[src/rtl/alu_serial_seq_pkg.sv]
// Shared definitions for the bit-serial ALU sequencer and the decode stage.
// Holds the MIPS funct codes understood by the ALU slice, the sequencer
// state enum and a helper that tells whether a funct code subtracts.
package alu_serial_seq_pkg;

  localparam int unsigned FUNCT_W = 6;

  localparam logic [FUNCT_W-1:0] FUNCT_AND = 6'b100100;
  localparam logic [FUNCT_W-1:0] FUNCT_OR  = 6'b100101;
  localparam logic [FUNCT_W-1:0] FUNCT_ADD = 6'b100000;
  localparam logic [FUNCT_W-1:0] FUNCT_SUB = 6'b100010;
  localparam logic [FUNCT_W-1:0] FUNCT_SLT = 6'b101010;

  typedef enum logic [1:0] {
    ST_IDLE = 2'd0,
    ST_RUN  = 2'd1,
    ST_DONE = 2'd2
  } state_e;

  // SUB and SLT both compute A + ~B + 1.
  function automatic logic is_sub(input logic [FUNCT_W-1:0] funct);
    return (funct == FUNCT_SUB) || (funct == FUNCT_SLT);
  endfunction

endpackage

[src/rtl/alu_serial_seq_alu.sv]
// ALU: the team's 1-bit ALU slice.
// Ports:
//   dataA, dataB  operand bits
//   carryIn       carry into this bit
//   Signal        MIPS funct code (binvert is derived from it)
//   dataOut       result bit: a&b, a|b, or sum (ADD/SUB/SLT); 0 otherwise
//   carryOut      full-adder carry out; 0 for unsupported codes
module ALU
  import alu_serial_seq_pkg::*;
(
  input  logic               dataA,
  input  logic               dataB,
  input  logic               carryIn,
  input  logic [FUNCT_W-1:0] Signal,
  output logic               dataOut,
  output logic               carryOut
);

  logic binvert;
  logic b_eff;
  logic sum;
  logic cout;

  assign binvert = is_sub(Signal);
  assign b_eff   = dataB ^ binvert;
  assign sum     = dataA ^ b_eff ^ carryIn;
  assign cout    = (dataA & b_eff) | (dataA & carryIn) | (b_eff & carryIn);

  // SLT passes the sum through; the sequencer turns the MSB into the flag.
  always_comb begin
    dataOut  = 1'b0;
    carryOut = 1'b0;
    case (Signal)
      FUNCT_AND: begin
        dataOut  = dataA & dataB;
        carryOut = cout;
      end
      FUNCT_OR: begin
        dataOut  = dataA | dataB;
        carryOut = cout;
      end
      FUNCT_ADD, FUNCT_SUB, FUNCT_SLT: begin
        dataOut  = sum;
        carryOut = cout;
      end
      default: begin
        dataOut  = 1'b0;
        carryOut = 1'b0;
      end
    endcase
  end

endmodule

[src/rtl/alu_serial_seq.sv]
// alu_serial_seq: bit-serial ALU sequencer.
// Latches a WIDTH-bit operand pair and a funct code, then feeds one bit per
// cycle (LSB first) through a single 1-bit ALU slice, chaining the carry
// through a register, and returns the full-width result with a done pulse.
// Ports:
//   clk, rst_n   clock, asynchronous active-low reset
//   start        request, accepted only while ready=1
//   ready        high while idle and able to accept
//   dataA, dataB operands, latched on accept
//   Signal       funct code, latched on accept
//   result       final result, held until the next operation completes
//   done         one-cycle pulse, result valid
//   overflow     signed ADD/SUB overflow (only with ALU_SERIAL_OVF_EN)
// Optional feature macro: ALU_SERIAL_OVF_EN adds the overflow port/flop.
module alu_serial_seq
  import alu_serial_seq_pkg::*;
#(
  parameter int unsigned WIDTH = 32
) (
  input  logic               clk,
  input  logic               rst_n,
  input  logic               start,
  output logic               ready,
  input  logic [WIDTH-1:0]   dataA,
  input  logic [WIDTH-1:0]   dataB,
  input  logic [FUNCT_W-1:0] Signal,
  output logic [WIDTH-1:0]   result,
  output logic               done
`ifdef ALU_SERIAL_OVF_EN
  ,
  output logic               overflow
`endif
);

  localparam int unsigned CNT_W = (WIDTH > 2) ? $clog2(WIDTH) : 1;
  localparam logic [CNT_W-1:0] LAST_BIT = CNT_W'(WIDTH - 1);

  state_e               state_q;
  logic [WIDTH-1:0]     opa_q;
  logic [WIDTH-1:0]     opb_q;
  logic [FUNCT_W-1:0]   func_q;
  logic [CNT_W-1:0]     cnt_q;
  logic [WIDTH-1:0]     sr_q;
  logic                 carry_q;
  logic                 c_in_msb_q;
  logic                 c_out_msb_q;
  logic                 ready_q;
  logic                 done_q;
  logic [WIDTH-1:0]     result_q;

  logic                 slice_out;
  logic                 slice_cout;
  logic                 accept;
  logic                 msb_ovf;
  logic [WIDTH-1:0]     result_d;

  // Single bit slice; operands are shifted right so bit 0 is always current.
  ALU u_alu (
    .dataA    (opa_q[0]),
    .dataB    (opb_q[0]),
    .carryIn  (carry_q),
    .Signal   (func_q),
    .dataOut  (slice_out),
    .carryOut (slice_cout)
  );

  assign accept  = start & ready_q;
  assign msb_ovf = c_in_msb_q ^ c_out_msb_q;

  // SLT: sign of the difference corrected by the overflow term.
  always_comb begin
    result_d = sr_q;
    if (func_q == FUNCT_SLT) begin
      result_d = {{(WIDTH-1){1'b0}}, sr_q[WIDTH-1] ^ msb_ovf};
    end
  end

  // Sequencer FSM with registered outputs.
  always_ff @(posedge clk or negedge rst_n) begin
    if (!rst_n) begin
      state_q     <= ST_IDLE;
      opa_q       <= '0;
      opb_q       <= '0;
      func_q      <= '0;
      cnt_q       <= '0;
      sr_q        <= '0;
      carry_q     <= 1'b0;
      c_in_msb_q  <= 1'b0;
      c_out_msb_q <= 1'b0;
      ready_q     <= 1'b1;
      done_q      <= 1'b0;
      result_q    <= '0;
    end else begin
      done_q <= 1'b0;
      case (state_q)
        ST_IDLE: begin
          if (accept) begin
            opa_q   <= dataA;
            opb_q   <= dataB;
            func_q  <= Signal;
            cnt_q   <= '0;
            sr_q    <= '0;
            carry_q <= is_sub(Signal);
            ready_q <= 1'b0;
            state_q <= ST_RUN;
          end else begin
            // ready re-arms one cycle after the done pulse
            ready_q <= 1'b1;
          end
        end
        ST_RUN: begin
          sr_q    <= {slice_out, sr_q[WIDTH-1:1]};
          opa_q   <= {1'b0, opa_q[WIDTH-1:1]};
          opb_q   <= {1'b0, opb_q[WIDTH-1:1]};
          carry_q <= slice_cout;
          if (cnt_q == LAST_BIT) begin
            c_in_msb_q  <= carry_q;
            c_out_msb_q <= slice_cout;
            state_q     <= ST_DONE;
          end else begin
            cnt_q <= cnt_q + CNT_W'(1);
          end
        end
        ST_DONE: begin
          result_q <= result_d;
          done_q   <= 1'b1;
          ready_q  <= 1'b0;
          state_q  <= ST_IDLE;
        end
        default: begin
          ready_q <= 1'b1;
          state_q <= ST_IDLE;
        end
      endcase
    end
  end

`ifdef ALU_SERIAL_OVF_EN
  logic overflow_q;

  // Overflow is reported for ADD/SUB only and held alongside result.
  always_ff @(posedge clk or negedge rst_n) begin
    if (!rst_n) begin
      overflow_q <= 1'b0;
    end else if (state_q == ST_DONE) begin
      overflow_q <= ((func_q == FUNCT_ADD) || (func_q == FUNCT_SUB)) ? msb_ovf : 1'b0;
    end
  end

  assign overflow = overflow_q;
`endif

  assign ready  = ready_q;
  assign done   = done_q;
  assign result = result_q;

endmodule

[config.mk]
export PLATFORM = sky130hd
export DESIGN_NAME = alu_serial_seq
export DESIGN_NICKNAME = d
export VERILOG_FILES = /design/src/rtl/alu_serial_seq_pkg.sv /design/src/rtl/alu_serial_seq_alu.sv /design/src/rtl/alu_serial_seq.sv
export SDC_FILE = /design/constraint.sdc
export NUM_CORES = 1
export LEC_CHECK = 0
export CORE_ASPECT_RATIO = 1.25
export CORE_MARGIN = 5
export CORE_UTILIZATION = 57
export CTS_CLUSTER_DIAMETER = 50
export DETAILED_ROUTE_END_ITERATION = 6
export PLACE_DENSITY = 0.85
export SLEW_MARGIN = 20
export SYNTH_ARGS = -nofsm -noshare
export SYNTH_HDL_FRONTEND = slang
export SYNTH_HIERARCHICAL = 1
export SYNTH_SLANG_ARGS = --single-unit
[constraint.sdc]
create_clock -name clk -period 3.3 [get_ports clk]
set_input_delay 0.66 -clock clk [delete_from_list [all_inputs] [get_ports clk]]
set_output_delay 0.66 -clock clk [all_outputs]
set_load 0.01 [all_outputs]
**Run 1: met4 routing**

Drawn at 3 px/um. Cells faint in the background.
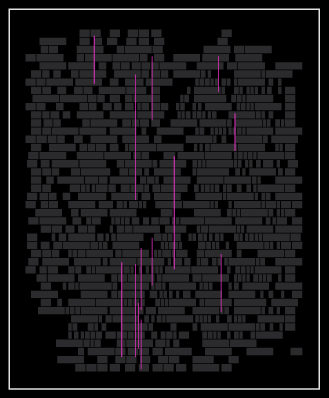
main direction = vertical
longest straight run = 41.5 um
share of all routed wire = 2.1%
wire length on this layer = 288 um

**Run 1: clock distribution**

Drawn at 2 px/um.
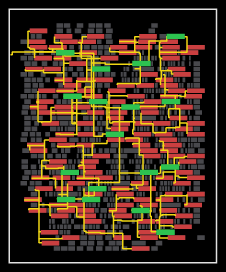
cells driving clock nets -> green  # count 17
flip-flops -> red  # count 146
clock wires -> yellow  # length 1640 um
flops lie = all over the die

**Run 1: track usage over the die**

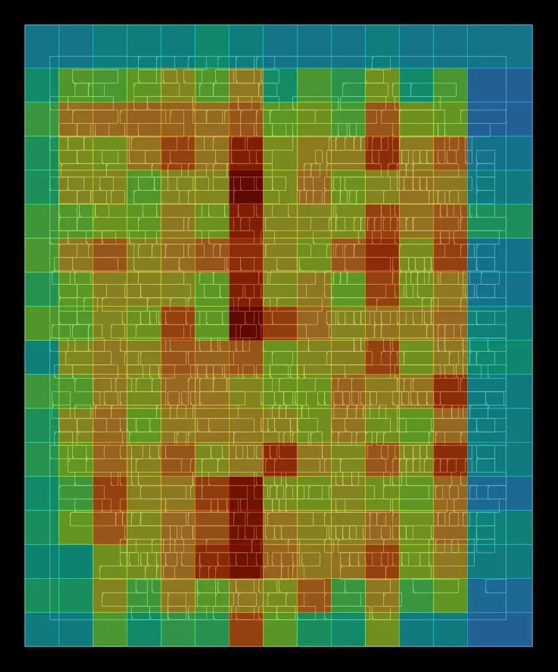
met1 Resource Use GR: 29.24%
GR Layer Usage met2: 37.07%
Top Usage Layer GRT: met2
met3 usage: 6.195%

==> reports/metrics.cfg, run 1 <==
[power]
switchingPower_mw=1.988
leakage_nw=3.896
power_frac_clock_pct=31.4
switching_share_pct=31.23
seqPwrFrac_pct=43.7
ir_drop_mv=0.4213
power_mw=6.366
p_int_mw=4.378
power_frac_comb_pct=24.9
power.density_nw_per_um2=805.1

[cells_and_area]
dominant_cells=sequential cells
nFillCells=707
ff_latch_area_um2=3655
logic_area_um2=2303
antenna_cells=0
fin_cells=842
clockNetworkAreaShare_pct=7.818
final-nonclk-buf-share_pct=14.45
inverters=6
nClkBuffers=18
logic_gate_count=411
area_growth_pct=28.72

[logic_synthesis]
simple_gate_area_share_pct=18.27
yosys_warnings=6
synth-edff-count=0
synth_cells=609
postSynthAreaPerCell_um2=10.09
synth.area.mux_share_pct=0.3667
synthTopLogicFamily=simple AND/OR/NAND/NOR gates
netlist-cell-type-count=38
largest_area_cell=dfrtp_1
syn-num-nets=685
yosys.area.top_type_share_pct=59.08
synth-main-ff-cell=dfrtp_1
ys_seq_share_pct=59.50
xor_area_share_pct=0.5093
ys_sh_aoi_pct=17.07
ys_cells=609
most_common_cell=nand2_1
synth_flops=146
synthTopCellsByArea=dfrtp_1 (59%), nand2_1 (9.4%), a22o_1 (6.1%)
synth_chip_area_um2=6142
synthArstFlopShare_pct=100.0

[clock_tree]
insertion_delay_ns=0.42
clockRootBuffer=clkbuf_16
h-tree-depth=4
path_clk_slew_ns=0.06
tritoncts=built
numCtsBuffers=17
cts_resized=0

[worst_setup_path]
crit_family=buffers and inverters
critPathMaxStageDelay_ns=0.57
cp-startpoint=start
critPathSlowestCell=and4bb_2
start_kind=input port
crit_chain=clkdlybuf4s50_1 > and4bb_2 > buf_4 > a22o_1 > a21o_1
reg2regPathDepth=3
crit_fanout=53
end_kind=flip-flop
worstPathRequired_ns=3.65
r2r_setup_slack_ns=1.18
rr_endpoint=carry_q$_DFFE_PN0P_
cp.arrival_ns=2.65
crit_path_end=opa_q[29]$_DFFE_PN0P_

[global_route]
grt_start_max_net_pins=88
grt_pass1_wl_um=23520
grt_pass1_vias=4964
grt_usage_pct=22.82

[final_timing]
rsz0062_at_grt=no
finalMaxSlewViolations=0
hold_viol=0
worstMarginPinSlew_ns=0.9567
fin_skew_ns=0.006698
period_minus_slack_ns=2.298
slew_headroom_pct=36.15
fmax_mhz=435.1

[place]
gp_congestion=0.7692
place_area_um2=7288
dp.cells=810
dpl_worst_slack_ns=0.5880
hpwl_um=8836

[die]
die_y_um=126.1
core.rowCount=42
die_area_um2=12960
io_pins=107
initial_core_util_pct=58.15
die_w_um=102.8
num_tap_cells=132

[drt]
route.detailed.drc=0
drtPass1Iterations=6
routedWlPerCell_um=16.50
via_per_inst=5.797
drt-total-wl_um=13900
drtIter0Drc=316
antenna_left=0

[hold_path]
hold_path_class=input port to asynchronous set/reset pin

[status]
status=finished clean

[flow_run]
openroad.warnings=26
max_cap_viol_count=0

run 1: power groups by stage:
stage	Combinational, mW	Sequential [mW]	Clock, mW
2_1_floorplan	1.20	2.67	0
3_3_place_gp	1.48	2.75	0
3_5_place_dp	1.57	2.79	0
4_1_cts	1.60	2.77	2.02
5_1_grt	1.77	2.85	2.10
6_report	1.59	2.78	2.00
run 1: per-layer routing:
metal | wire length (um) | share of wire [%]
met1 | 5540 | 40
met2 | 7233 | 52
met3 | 834 | 6.0
met4 | 287 | 2.1
met5 | 0 | 0
run 1: state kept, by name (all words and copies together), names as in the netlist:
signal / cells
c_in_msb_q: 1
c_out_msb_q: 1
carry_q: 1
cnt_q: 5
done: 1
func_q: 6
opa_q: 32
opb_q: 32
ready: 1
result: 32
sr_q: 32
state_q: 2
**Run 1: wiring by layer**

Drawn at 3 px/um.
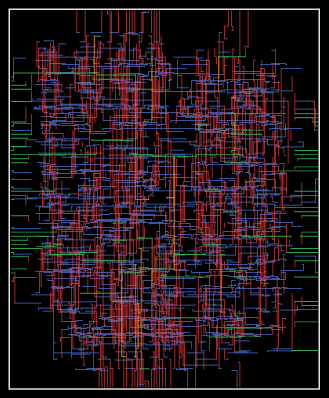

--- run 2 (diff from run 1) ---
--- a/config.mk
+++ b/config.mk
@@ -7,10 +7,10 @@
 export LEC_CHECK = 0
 export CORE_ASPECT_RATIO = 1.25
 export CORE_MARGIN = 5
-export CORE_UTILIZATION = 57
+export CORE_UTILIZATION = 53
 export CTS_CLUSTER_DIAMETER = 50
 export DETAILED_ROUTE_END_ITERATION = 6
-export PLACE_DENSITY = 0.85
+export PLACE_DENSITY = 0.8
 export SLEW_MARGIN = 20
 export SYNTH_ARGS = -nofsm -noshare
 export SYNTH_HDL_FRONTEND = slang
==> constraint.sdc (replaced) <==
create_clock -name clk -period 2.3 [get_ports clk]
set_input_delay 0.46 -clock clk [delete_from_list [all_inputs] [get_ports clk]]
set_output_delay 0.46 -clock clk [all_outputs]
set_load 0.01 [all_outputs]
**Run 2: wiring by layer**

Drawn at 3 px/um.
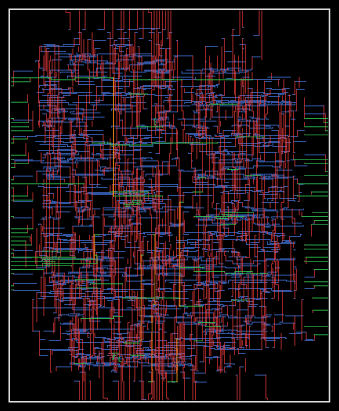
met2 -> red  # wire length 7150 um
met3 -> green  # wire length 805 um
met1 -> blue  # wire length 5570 um
met4 -> orange  # wire length 170 um

**Run 2: clock distribution**

Drawn at 2 px/um.
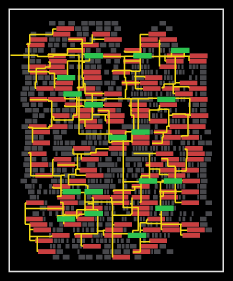
cells driving clock nets -> green  # count 17
flip-flops -> red  # count 146
clock wires -> yellow  # length 1640 um
flops lie = all over the die

==> run 2 against run 1 <==
Compared with the run above:
- global-route usage fell by 1.7 points
- via count rose by 0.49%
- clock skew rose by 0.00080 ns
- worst setup slack got worse by 0.82 ns
- area after synthesis did not move
- sequential power rose by 43%
- sequential cell count did not move
- synthesized cell count did not move
- clock-buffer cell count rose by 5
- clock power rose by 46%
- critical endpoint is now cnt_q[3]$_DFFE_PN0P_
- largest power group unchanged
==> reports/metrics.cfg, run 2 <==
[cells_and_area]
nClkBuffers=23  ; was 18
logic_area_um2=2303  ; unchanged
antenna_cells=0  ; unchanged
logic_gate_count=411  ; unchanged
fin_cells=857  ; was 842
inverters=6  ; unchanged
dominant_cells=sequential cells  ; unchanged
ff_latch_area_um2=3655  ; unchanged

[logic_synthesis]
yosys_warnings=6  ; unchanged
synth-main-ff-cell=dfrtp_1  ; unchanged
ys_cells=609  ; unchanged
synth.area.mux_share_pct=0.3667  ; unchanged
syn-num-nets=685  ; unchanged
ys_sh_aoi_pct=17.07  ; unchanged
simple_gate_area_share_pct=18.27  ; unchanged
synthTopCellsByArea=dfrtp_1 (59%), nand2_1 (9.4%), a22o_1 (6.1%)  ; unchanged
yosys.area.top_type_share_pct=59.08  ; unchanged
synthTopLogicFamily=simple AND/OR/NAND/NOR gates  ; unchanged
synth_flops=146  ; unchanged
synth_chip_area_um2=6142  ; unchanged
netlist-cell-type-count=38  ; unchanged

[final_timing]
fmax_mhz=472.9
fin_skew_ns=0.007494  ; was 0.006698 ns
worstMarginPinSlew_ns=0.8770  ; was 0.9567 ns

[power]
power_frac_clock_pct=31.7  ; was 31.4%
switching_share_pct=30.21  ; was 31.23%
seq_cell_power_mw=3.98  ; was 2.78 mW
power-top-group=sequential cells  ; unchanged
comb_cell_power_mw=2.33  ; was 1.59 mW
power.density_nw_per_um2=1150  ; was 805.1 nW/um^2
power_frac_comb_pct=25.2  ; was 24.9%
power_mw=9.235  ; was 6.366 mW
p_clk_mw=2.93  ; was 2.00 mW

[place]
place_area_um2=7381  ; was 7288 um^2
hpwl_um=9145  ; was 8836 um
dp.cells=824  ; was 810

[worst_setup_path]
cp-startpoint=cnt_q[0]$_DFFE_PN0P_  ; was start
r2r_setup_slack_ns=0.19  ; was 1.18 ns
end_kind=flip-flop  ; unchanged

[clock_tree]
numCtsBuffers=17  ; unchanged

[die]
num_tap_cells=138  ; was 132
die_area_um2=13860  ; was 12960 um^2
die_w_um=106.3  ; was 102.8 um
initial_core_util_pct=53.38  ; was 58.15%
io_pins=107  ; unchanged
die_y_um=130.4  ; was 126.1 um

[drt]
antenna_left=0  ; unchanged
via_per_inst=5.723  ; was 5.797
drtIter0Drc=286  ; was 316
dr_wl_met3_um=804  ; was 834 um
top_layer=met4  ; unchanged
m1WireLength_um=5570  ; was 5540 um
drt-total-wl_um=13690  ; was 13900 um
route.detailed.drc=0  ; unchanged

[global_route]
grt_usage_pct=21.07  ; was 22.82%
grt_pass1_wl_um=23420  ; was 23520 um
grt_start_max_net_pins=54  ; was 88

[hold_path]
hold_path_class=flip-flop to flip-flop  ; was input port to asynchronous set/reset pin

[flow_run]
openroad.warnings=26  ; unchanged
max_cap_viol_count=0  ; unchanged

[status]
status=finished clean  ; unchanged

-- run 2: cell types whose count changed in the layout (fill, tap and decap cells not counted), sizes merged --
cell / delta
buf: +8
clkbuf: +5
clkinv: -3
clkinvlp: -2
dlygate4sd3: +1
-- run 2: metal layers --
layer / vias up / global-route usage [%]
met1: 2417 / 26.14
met2: 170 / 35.81
met5: - / 0
met4: 0 / 6.936
li1: 2302 / -
met3: 16 / 5.987
-- run 2: critical path: stages (launching register included) --
cell and delay [ns]:
dfrtp_1 0.41, ha_1 0.24, and3_1 0.19, ha_1 0.21
or3b_1 0.42, or4_1 0.49, nand2_1 0.09
No activity file was given, so power comes from the tool's default toggle rates.
